**src/rtl/decode_issue_stage.sv**
```systemverilog
// Registered multi-lane RV32I decode stage. Bundles whose later lanes read a
// register written by an earlier lane are issued over several beats.
`ifndef CTRL_BUS
`define CTRL_BUS 11
`endif
`ifndef REGWRITE
`define REGWRITE 0
`endif

module decode_issue_stage #(
  parameter int LANES        = 2,
  parameter int XLEN         = 32,
  parameter int CTRL_W       = `CTRL_BUS,
  parameter int REGWRITE_BIT = `REGWRITE,
  parameter bit HAZARD_SPLIT = 1'b1
) (
  input  logic                    clk_i,
  input  logic                    rst_i,
  input  logic                    flush_i,
  input  logic                    in_valid_i,
  output logic                    in_ready_o,
  input  logic [LANES*32-1:0]     in_inst_i,
  input  logic [LANES*XLEN-1:0]   in_pc_i,
  input  logic [LANES-1:0]        in_fetched_i,
  output logic                    out_valid_o,
  input  logic                    out_ready_i,
  output logic [LANES*CTRL_W-1:0] out_ctrl_o,
  output logic [LANES*32-1:0]     out_inst_o,
  output logic [LANES*XLEN-1:0]   out_pc_o,
  output logic [LANES-1:0]        out_lane_valid_o,
  output logic [LANES-1:0]        out_illegal_o,
  output logic [LANES-1:0]        out_misalign_o
);

  localparam int C_ALUI    = 1;
  localparam int C_ALUR    = 2;
  localparam int C_LOAD    = 3;
  localparam int C_STORE   = 4;
  localparam int C_BRANCH  = 5;
  localparam int C_JAL     = 6;
  localparam int C_JALR    = 7;
  localparam int C_UPPER   = 8;
  localparam int C_MISC    = 9;
  localparam int C_ILLEGAL = 10;

  localparam logic [0:0] S_IDLE  = 1'b0;
  localparam logic [0:0] S_SPLIT = 1'b1;

  function automatic logic [CTRL_W-1:0] decode_ctrl(input logic [31:0] inst);
    logic [CTRL_W-1:0] c;
    logic [2:0]        f3;
    logic [6:0]        f7;
    c  = '0;
    f3 = inst[14:12];
    f7 = inst[31:25];
    case (inst[6:0])
      7'b0110111, 7'b0010111: begin c[C_UPPER] = 1'b1; c[REGWRITE_BIT] = 1'b1; end
      7'b1101111: begin c[C_JAL] = 1'b1; c[REGWRITE_BIT] = 1'b1; end
      7'b1100111:
        if (f3 == 3'b000) begin c[C_JALR] = 1'b1; c[REGWRITE_BIT] = 1'b1; end
        else c[C_ILLEGAL] = 1'b1;
      7'b1100011:
        if (f3 != 3'b010 && f3 != 3'b011) c[C_BRANCH] = 1'b1;
        else c[C_ILLEGAL] = 1'b1;
      7'b0000011:
        if (f3 != 3'b011 && f3 != 3'b110 && f3 != 3'b111) begin
          c[C_LOAD] = 1'b1; c[REGWRITE_BIT] = 1'b1;
        end else c[C_ILLEGAL] = 1'b1;
      7'b0100011:
        if (f3 <= 3'b010) c[C_STORE] = 1'b1;
        else c[C_ILLEGAL] = 1'b1;
      7'b0010011:
        if ((f3 == 3'b001 && f7 != 7'd0) ||
            (f3 == 3'b101 && f7 != 7'd0 && f7 != 7'b0100000)) c[C_ILLEGAL] = 1'b1;
        else begin c[C_ALUI] = 1'b1; c[REGWRITE_BIT] = 1'b1; end
      7'b0110011:
        if (f7 == 7'd0 || (f7 == 7'b0100000 && (f3 == 3'b000 || f3 == 3'b101))) begin
          c[C_ALUR] = 1'b1; c[REGWRITE_BIT] = 1'b1;
        end else c[C_ILLEGAL] = 1'b1;
      7'b0001111: c[C_MISC] = 1'b1;
      7'b1110011:
        if (f3 == 3'b000) begin
          if (inst[31:7] == 25'h0 || inst[31:7] == 25'h0002000) c[C_MISC] = 1'b1;
          else c[C_ILLEGAL] = 1'b1;
        end else if (f3 != 3'b100) begin
          c[C_MISC] = 1'b1; c[REGWRITE_BIT] = 1'b1;
        end else c[C_ILLEGAL] = 1'b1;
      default: c[C_ILLEGAL] = 1'b1;
    endcase
    // x0 writes are architectural no-ops, except links that still redirect
    if (c[REGWRITE_BIT] && inst[11:7] == 5'd0 && !c[C_JAL] && !c[C_JALR]) c = '0;
    return c;
  endfunction

  logic [0:0]        state_r;
  logic [LANES-1:0]  rem_r;
  logic [CTRL_W-1:0] b_ctrl [LANES];
  logic [LANES-1:0]  b_ill, b_mis;

  logic [CTRL_W-1:0] dec_ctrl [LANES];
  logic [LANES-1:0]  dec_ill, dec_mis;
  logic [CTRL_W-1:0] src_ctrl [LANES];
  logic [4:0]        src_rd [LANES];
  logic [4:0]        src_rs1 [LANES];
  logic [4:0]        src_rs2 [LANES];
  logic [LANES-1:0]  src_mask, src_ill, src_mis, dep, issue, rest;
  logic              found, in_split, accept, load_beat;

  assign in_split   = (state_r == S_SPLIT);
  assign in_ready_o = !flush_i && !in_split && (!out_valid_o || out_ready_i);
  assign accept     = in_valid_i && in_ready_o;
  assign load_beat  = accept || (in_split && out_ready_i);

  // Per-lane decode of the incoming bundle
  always_comb begin
    for (int l = 0; l < LANES; l++) begin
      dec_ctrl[l] = '0;
      dec_ill[l]  = 1'b0;
      dec_mis[l]  = 1'b0;
      if (!in_fetched_i[l]) begin
        dec_mis[l] = 1'b0;
      end else if (in_pc_i[l*XLEN +: 2] != 2'b00) begin
        dec_mis[l] = 1'b1;
      end else begin
        dec_ctrl[l] = decode_ctrl(in_inst_i[l*32 +: 32]);
        dec_ill[l]  = dec_ctrl[l][C_ILLEGAL];
      end
    end
  end

  // Select the lanes that issue next, from the new bundle or the held remainder
  always_comb begin
    src_mask = in_split ? rem_r : in_fetched_i;
    src_ill  = in_split ? b_ill : dec_ill;
    src_mis  = in_split ? b_mis : dec_mis;
    dep      = '0;
    issue    = '0;
    rest     = '0;
    found    = 1'b0;
    for (int k = 0; k < LANES; k++) begin
      src_ctrl[k] = in_split ? b_ctrl[k] : dec_ctrl[k];
      src_rd[k]   = in_split ? out_inst_o[k*32+7 +: 5]  : in_inst_i[k*32+7 +: 5];
      src_rs1[k]  = in_split ? out_inst_o[k*32+15 +: 5] : in_inst_i[k*32+15 +: 5];
      src_rs2[k]  = in_split ? out_inst_o[k*32+20 +: 5] : in_inst_i[k*32+20 +: 5];
    end
    for (int k = 0; k < LANES; k++) begin
      for (int j = 0; j < LANES; j++) begin
        if (j < k && src_mask[j] && src_mask[k] && src_ctrl[j][REGWRITE_BIT] &&
            src_rd[j] != 5'd0 && (src_rd[j] == src_rs1[k] || src_rd[j] == src_rs2[k])) begin
          dep[k] = 1'b1;
        end else begin
          dep[k] = dep[k];
        end
      end
    end
    for (int k = 0; k < LANES; k++) begin
      if (dep[k]) found = 1'b1;
      else found = found;
      if (src_mask[k] && found && HAZARD_SPLIT) rest[k] = 1'b1;
      else if (src_mask[k]) issue[k] = 1'b1;
      else issue[k] = 1'b0;
    end
  end

  // Split FSM, held bundle and registered output beat
  always_ff @(posedge clk_i or posedge rst_i) begin
    if (rst_i) begin
      state_r          <= S_IDLE;
      rem_r            <= '0;
      b_ill            <= '0;
      b_mis            <= '0;
      out_valid_o      <= 1'b0;
      out_ctrl_o       <= '0;
      out_inst_o       <= '0;
      out_pc_o         <= '0;
      out_lane_valid_o <= '0;
      out_illegal_o    <= '0;
      out_misalign_o   <= '0;
      for (int l = 0; l < LANES; l++) b_ctrl[l] <= '0;
    end else if (flush_i) begin
      state_r          <= S_IDLE;
      rem_r            <= '0;
      out_valid_o      <= 1'b0;
      out_ctrl_o       <= '0;
      out_lane_valid_o <= '0;
      out_illegal_o    <= '0;
      out_misalign_o   <= '0;
    end else if (load_beat) begin
      out_valid_o      <= 1'b1;
      out_lane_valid_o <= issue;
      out_illegal_o    <= issue & src_ill;
      out_misalign_o   <= issue & src_mis;
      rem_r            <= rest;
      state_r          <= (rest != '0) ? S_SPLIT : S_IDLE;
      for (int l = 0; l < LANES; l++)
        out_ctrl_o[l*CTRL_W +: CTRL_W] <= issue[l] ? src_ctrl[l] : '0;
      if (accept) begin
        b_ill      <= dec_ill;
        b_mis      <= dec_mis;
        out_inst_o <= in_inst_i;
        out_pc_o   <= in_pc_i;
        for (int l = 0; l < LANES; l++) b_ctrl[l] <= dec_ctrl[l];
      end
    end else if (out_ready_i) begin
      out_valid_o <= 1'b0;
    end
  end

endmodule

```
**config.mk**
```make
export PLATFORM = sky130hd
export DESIGN_NAME = decode_issue_stage
export DESIGN_NICKNAME = d
export VERILOG_FILES = /design/src/rtl/decode_issue_stage.sv
export SDC_FILE = /design/constraint.sdc
export NUM_CORES = 1
export LEC_CHECK = 0
export ABC_AREA = 1
export ABC_CLOCK_PERIOD_IN_PS = 6300
export CORE_ASPECT_RATIO = 0.5
export CORE_MARGIN = 2
export CORE_UTILIZATION = 41
export DETAILED_ROUTE_END_ITERATION = 8
export PLACE_DENSITY = 0.74
export REMOVE_ABC_BUFFERS = 1
export SLEW_MARGIN = 15
export SYNTH_ARGS = -nofsm -noshare
export SYNTH_HDL_FRONTEND = slang
export SYNTH_SLANG_ARGS = --single-unit
export TNS_END_PERCENT = 20
```
**constraint.sdc**
```tcl
create_clock -name clk_i -period 6.3 [get_ports clk_i]
set_input_delay 1.89 -clock clk_i [delete_from_list [all_inputs] [get_ports clk_i]]
set_output_delay 1.89 -clock clk_i [all_outputs]
set_load 0.01 [all_outputs]
```
met1.png
Cells faint in the background.
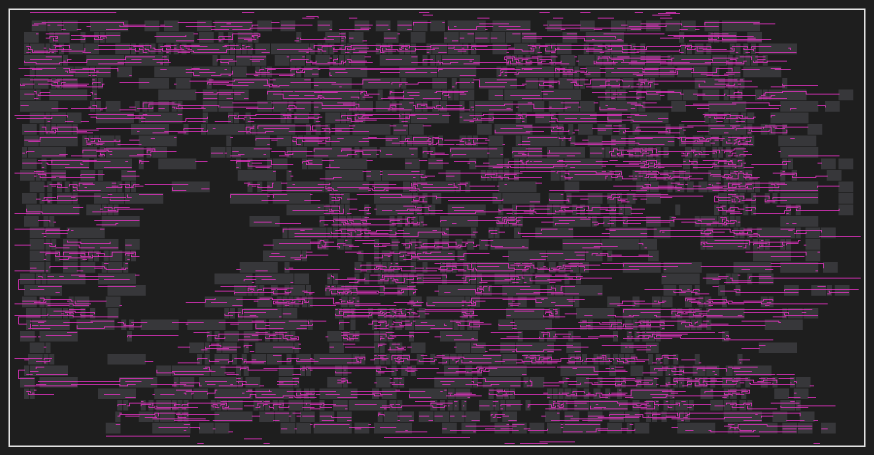
nets with wire on the layer = 1317
main direction = horizontal

met2.png
Bar = 50 um.
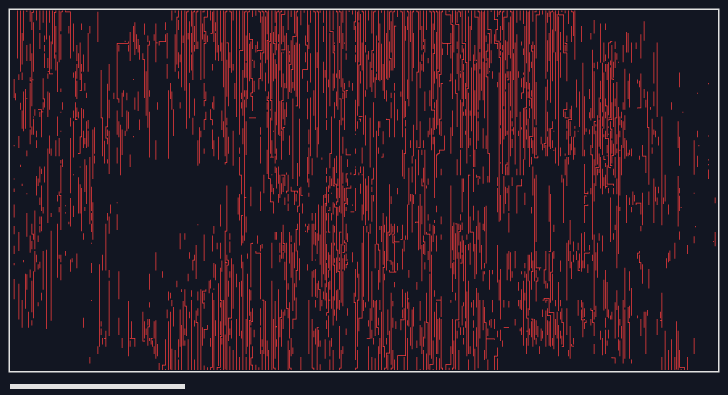
wire length on this layer = 11700 um
main direction = vertical
longest straight run = 42.5 um
nets with wire on the layer = 1163
share of all routed wire = 49%

==> impl_metrics.json <==
{
  "die_w_um": 202,
  "taps": 266,
  "top_cell_area_share_pct": 52.3,
  "endpoint": "in_ready_o",
  "first_pass_iters": 6,
  "clk_pin_slew_ns": 0.06,
  "synth-async-reset-ratio_pct": 100,
  "postCtsSetupBuffers": 0,
  "finalClockSkew_ns": 0.0105,
  "final_core_util_pct": 60.2,
  "postLayoutCellArea_sq_um": 11600,
  "synth_area_per_cell_sq_um": 7.67,
  "status": "finished, final reports clean",
  "dp_worst_setup_slack_ns": 1.19,
  "crit_family": "buffers and inverters",
  "syn_to_final_growth_pct": 44.6,
  "worstReg2RegEnd": "out_ctrl_o[19]$_DFFE_PP0P_",
  "min_path_cells": 2,
  "ys_seq_share_pct": 52.3,
  "seq_cell_count": 168,
  "edf_count": 0,
  "grt_pass1_wl_um": 37100,
  "wl_um": 23800,
  "post-route-min-period_ns": 5.11,
  "area_leaders": "dfrtp_1 52%, nand2_1 23%, o21ai_0 3.9%",
  "whs_ns": 0.474,
  "ir_worst_vdd_v": 0.000193,
  "crit_buf_inv": 2,
  "die_h_um": 103,
  "chip_area_sq_um": 20800,
  "ctsHoldBuffers": 0,
  "min-delay-start": "out_lane_valid_o[0]$_DFFE_PP0P_",
  "drtIter0Drc": 385,
  "critPathCaptureType": "output pin",
  "grt_pass1_vias": 7326,
  "ff2ff_setup_slack_ns": 3.97,
  "clock_latency_ns": 0.44,
  "layout-drive-gt1-share_pct": 6.46,
  "relSlewSlack_pct": 36.1,
  "fin_cells": 1598,
  "syn_area_sq_um": 8040,
  "comb_cells": 760,
  "cts_resized": 0,
  "logic_area_sq_um": 3270,
  "mostFrequentLayoutCells": "499 x nand2_1, 292 x clkdlybuf4s50_1, 168 x dfrtp_1",
  "slowest_stage": "clkdlybuf4s50_1",
  "placed_area_sq_um": 11100,
  "power_w": 0.00289,
  "timing.rr.start": "rem_r[1]$_DFFE_PP0P_",
  "yosys_cells": 1049,
  "gr-total-overflow": 0,
  "final.fill_count": 1685,
  "mostFrequentLayoutCell": "nand2_1",
  "ys_types": 36,
  "ys_ff": 168,
  "drv_slew": 0,
  "crit_required_ns": 4.41,
  "drcViolationCount": 0,
  "ys_area_sq_um": 8040,
  "largest_cell_class": "sequential cells",
  "worstMarginPinSlew_ns": 0.958,
  "grt_setup_unrepaired": "no",
  "path_max_fanout": 2,
  "top_regs": "out_inst_o (64), out_pc_o (64), out_ctrl_o (21)",
  "cts_tree": "yes",
  "hpwl_um": 17000,
  "clkbuf_count": 19,
  "crit_path_start_kind": "input pin",
  "cts_max_level": 4,
  "top_cell": "nand2_1",
  "inv_count": 76,
  "synth.yosys.warnings": 0,
  "crit_type": "in -> out",
  "crit_arrival_ns": 3.22,
  "core_sq_um": 19300,
  "crit_path_start": "out_ready_i",
  "drv_cap": 0,
  "path_cells": "clkdlybuf4s50_1 -> or2_2 -> nand2_2 -> nor2_4 -> clkdlybuf4s50_1",
  "final-nonclk-buf-share_pct": 25.8,
  "vias_per_cell": 4.75
}
met3.png
Bar = 50 um.
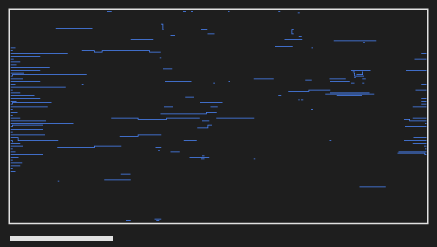
main direction = horizontal
share of all routed wire = 4.4%
wire length on this layer = 1050 um
nets with wire on the layer = 106

## cell families after synthesis
family / share of synthesized area [%]
AND/OR/NAND/NOR: 34.0
flip-flops: 52.3
buffers and inverters: 7.06
AND-OR/OR-AND: 6.08
XOR/XNOR: 0.544
## per-layer routing
layer	share of wire, %	up-vias	wire (um)	track usage [%]
li1	-	3788	-	-
met1	44	3584	10500	28.8
met2	49	180	11700	38.1
met3	4.4	44	1050	5.03
met4	2.5	0	596	9.05
met5	0	-	0	0
## report_power, final
part | switching, W | internal (W) | total (W)
sequential | 0.0000722 | 0.00120 | 0.00127
combinational | 0.000303 | 0.000348 | 0.000651
clock | 0.000458 | 0.000508 | 0.000966
total | 0.000833 | 0.00206 | 0.00289
## tightest hold or removal path: stages, from the launching register on
cell and delay [ns]:
dfrtp_1 0.34, nand2_1 0.05, nand2_1 0.05
